**Run 1: metal layers overlaid**

Drawn at 4 px/µm. Two of the layers only.
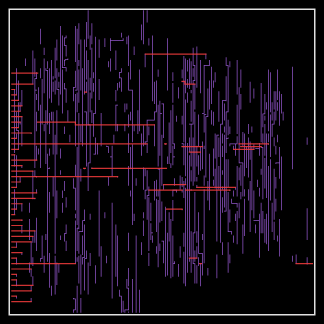
**Run 1: cell outlines without signal wires**

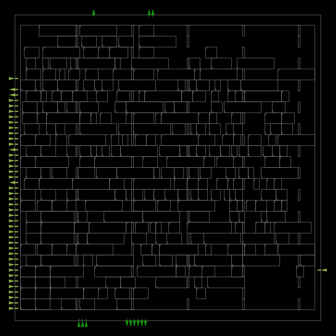
**Run 1: layout detail**

Region (23, 23) to (53, 53) µm. Cells in grey, sequential cells in the stronger grey; small squares are vias.
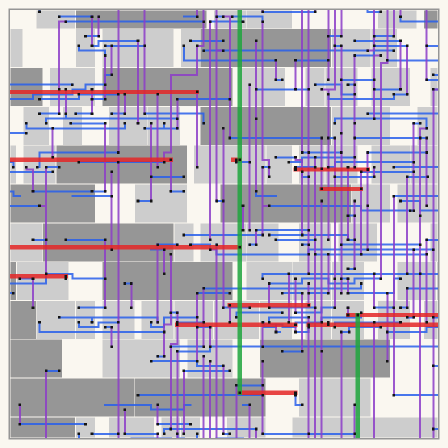
==> config.mk <==
export PLATFORM = sky130hd
export DESIGN_NAME = led_share_scheduler
export DESIGN_NICKNAME = d
export VERILOG_FILES = /design/src/rtl/led_share_scheduler.sv
export SDC_FILE = /design/constraint.sdc
export NUM_CORES = 1
export LEC_CHECK = 0
export CORE_UTILIZATION = 46
export DETAILED_ROUTE_END_ITERATION = 10
export MAX_ROUTING_LAYER = met4
export PLACE_DENSITY = 0.8
export SYNTH_ARGS = -nofsm -noshare
export SYNTH_HDL_FRONTEND = slang
export SYNTH_SLANG_ARGS = --single-unit
==> constraint.sdc <==
create_clock -name CLOCK_50 -period 1.8 [get_ports CLOCK_50]
set_input_delay 0.36 -clock CLOCK_50 [delete_from_list [all_inputs] [get_ports CLOCK_50]]
set_output_delay 0.36 -clock CLOCK_50 [all_outputs]
set_load 0.005 [all_outputs]
==> impl_metrics.csv <==
group,metric,value,unit
status,status,"completed",
critical_path,cp-end-kind,"flip-flop",
clocking,cts.sinks,47,
floorplan,dieArea,5770,µm²
timing,period_used_share,0.986,
global_routing,grt_overflow,0,
clocking,postCtsHoldBufs,1,
placed_design,finalWeightedCongestion,0.850,
logic_synthesis,synth_area,2520,µm²
logic_synthesis,ys.flops,47,
critical_path,cp-start-kind,"flip-flop",
critical_path,crit_arrival,2.01,ns
run,stage_log_warnings,31,
global_routing,grt_antenna_before_repair,0,
cells_and_area,drive_above_1_share,0.221,
floorplan,dieWidth,76.0,µm
cells_and_area,num_antenna_cells,0,
timing,worst_pin_slew,0.432,ns
clocking,cts-root-buf,"clkbuf_8",
critical_path,crit_fanout,5,
logic_synthesis,edf_count,0,
clocking,clock_latency,0.30,ns
timing,hold_violations,0,
pwr,pwr-share-comb,0.332,
logic_synthesis,fp_nets,273,
timing,fmax,563,MHz
critical_path,critical_path_class,"reg -> reg",
pwr,pwr-share-seq,0.420,
worst_hold_path,hold_class,"in -> async",
logic_synthesis,simple_gate_area_frac,0.232,
logic_synthesis,synthXorXnorAreaFrac,0.0557,
pwr,pwr-share-clk,0.247,
pwr,ir_drop,715,µV
logic_synthesis,ys_sh_aoi,0.0750,
logic_synthesis,ys_sh_adder,0.0249,
logic_synthesis,avgSynthCellArea,11.1,µm²
clocking,cts_buffer_depth,2,
cells_and_area,area_delta_synth_final,36.7,%
timing,rsz0062_at_grt,"true",
logic_synthesis,syn_inst,226,
pwr,p_sw,0.896,mW
drt,detail_route.first_pass.iterations,4,
logic_synthesis,async_flop_share,1.00,
drt,drc,0,
run,max-cap-violations,0,
pwr,power_density,932,nW/µm²
cells_and_area,nets,354,
placed_design,hpwl,4170,µm
clocking,tritoncts,"yes",
critical_path,cp.required,2.03,ns
pwr,power.internal,2.31,mW
clocking,post_cts_resized,1,
clocking,numCtsBuffers,5,
logic_synthesis,ys_types,44,
placed_design,dpl.cell_count,365,
pwr,power,3.21,mW
timing,finalCriticalPeriod,1.77,ns
clocking,htree_levels,2,
critical_path,r2r_cells,5,
global_routing,grt_pass1_vias,2177,
drt,final_antenna_net_count,0,
logic_synthesis,yosysWarnings,0,
pwr,cellLeakagePower,1.45,nW
logic_synthesis,postSynthSeqShare,0.467,
drt,via_per_inst,5.59,
drt,drt-initial-drc-count,128,
timing,finClkSkew,0.00968,ns
logic_synthesis,yosysCellCount,226,
global_routing,grt_pass1_wl,9840,µm
floorplan,floorplan.core_util,0.487,
floorplan,io_pins,55,
floorplan,die_h,76.0,µm
timing,relSlewSlack,0.709,
logic_synthesis,flop_cell,"dfrtp_1",
floorplan,core.rowCount,26,
clocking,post_cts_buffers,0,
timing,setup_viol,0,
critical_path,rrSetupSlack,0.03,ns
global_routing,grt_max_degree,21,
timing,fin_tns_setup,0,ns
logic_synthesis,ys_chip_area,2520,µm²
placed_design,io_buffers,54,
pwr,swShare,0.279,
clocking,cts.clk_slew.worst_paths,0.09,ns
logic_synthesis,synthMuxAreaShare,0.101,
timing,drv_slew,0,
cells_and_area,largest_reg_flops,26,
logic_synthesis,top_logic_kind,"simple AND/OR/NAND/NOR gates",
Notes on 'metal layers overlaid' above:
layer	colour	wire length
metal 2	purple	2940 µm
metal 3	red	331 µm
via count: 2112
final WL: 5620 µm
global-route usage over all layers: 0.220
WL per Instance: 14.9 µm

Notes on 'cell outlines without signal wires' above:
register share of the cell area: 0.343
Seq Cell Count: 47
Core Area: 5170 µm²
fin util: 0.665
non-filler cells, final: 378

Notes on 'layout detail' above:
layer	colour
metal 3	red
metal 4	green
metal 2	purple
metal 1	blue
cells with their middle in the window	68
sequential cells in the window	12
most frequent	dfrtp_1 (11), buf_4 (10), nor2_1 (6)

## run 1: placed cells by master, fill, tap and decap left out, types with 2 or more instances in the layout
| master | Yosys | layout |
|---|---|---|
| xnor2_1 | 11 | 11 |
| a32o_1 | 4 | 4 |
| nand4_1 | 10 | 10 |
| buf_4 | 1 | 31 |
| dfrtp_1 | 47 | 44 |
| ha_1 | 5 | 4 |
| nor2b_1 | 6 | 6 |
| or4_4 | 1 | 2 |
| inv_1 | 6 | 6 |
| mux2_2 | 2 | 2 |
| nand2_1 | 14 | 14 |
| nor3_1 | 4 | 4 |
| o21ai_0 | 4 | 4 |
| mux2i_1 | 3 | 3 |
| nor4_1 | 7 | 6 |
| dfrtp_2 | 0 | 3 |
| and3_1 | 12 | 12 |
| o31ai_1 | 2 | 2 |
| a21oi_2 | 1 | 2 |
| or4_1 | 3 | 2 |
| xor2_1 | 5 | 5 |
| mux4_2 | 9 | 9 |
| a21oi_1 | 11 | 10 |
| clkbuf_8 | 0 | 6 |
| and4_1 | 3 | 3 |
| or3_1 | 3 | 3 |
| nor2_1 | 16 | 15 |
| clkdlybuf4s50_1 | 0 | 53 |
| nand2b_1 | 3 | 3 |
| nand3_1 | 8 | 8 |
## run 1: through the flow
step / hold slack, ns / setup slack (ns) / utilization / area (µm²)
final: 0.500 / 0.0250 / 0.665 / 3440
after global routing: 0.515 / -0.0429 / 0.665 / 3440
after CTS: 0.500 / 0.00577 / 0.655 / 3390
after detailed placement: 0.295 / -0.240 / 0.630 / 3260
after global placement: 0.283 / -0.187 / 0.630 / 3260
after floorplan: 0.0644 / -0.0265 / - / 2520
## run 1: kinds of logic (layout without fill, tap and decap cells)
family          count (synthesis)  count (layout)
compound gates                 28              28
xor+xnor                       16              16
fa+ha+maj                       5               5
buf+inv                        18             100
flops                          47              47
mux                            14              14
simple gates                   98              98
## run 1: worst max-delay path, cell delays in order, from the launching register on
cell	delay, ns
dfrtp_1	0.38
ha_2	0.20
nand4_1	0.11
or3_4	0.42
or3_2	0.47
a21oi_2	0.13
## run 1: power by group through the flow
stage	Sequential [mW]	Combinational, mW	Clock [mW]
2_1_floorplan	1.30	0.621	0
3_3_place_gp	1.36	1.03	0
3_5_place_dp	1.36	1.06	0
4_1_cts	1.35	1.06	0.824
5_1_grt	1.37	1.18	0.873
6_report	1.35	1.07	0.794
## run 1: final cells by class
cell class | count | area [µm²]
Fill cell | 393 | 1730
Multi-Input combinational cell | 161 | 1250
Sequential cell | 47 | 1180
Timing Repair Buffer | 86 | 778
Tap cell | 70 | 87.6
Clock buffer | 6 | 82.6
Clock inverter | 2 | 35.0
Inverter | 6 | 22.5
## run 1: Yosys cell counts (all sizes together) (6+ instances only)
master  number  share of area
a21oi       12          0.025
nand4       11          0.033
nand3        9          0.020
xnor2       11          0.038
and3        12          0.030
nand2       14          0.021
inv          6         0.0089
nor4         8          0.026
dfrtp       47           0.47
buf          7          0.027
mux4         9          0.081
nor2        16          0.024
nor2b        6          0.015
## run 1: per-layer routing
layer,vias to the layer above,wire [µm],global-route usage
met2,75,2940,0.386
met5,-,0,-
li1,993,-,-
met3,10,331,0.0563
met1,1034,2250,0.246
met4,0,89,0.0635
Power figures rest on the tool's default switching activity, not on a simulated workload.
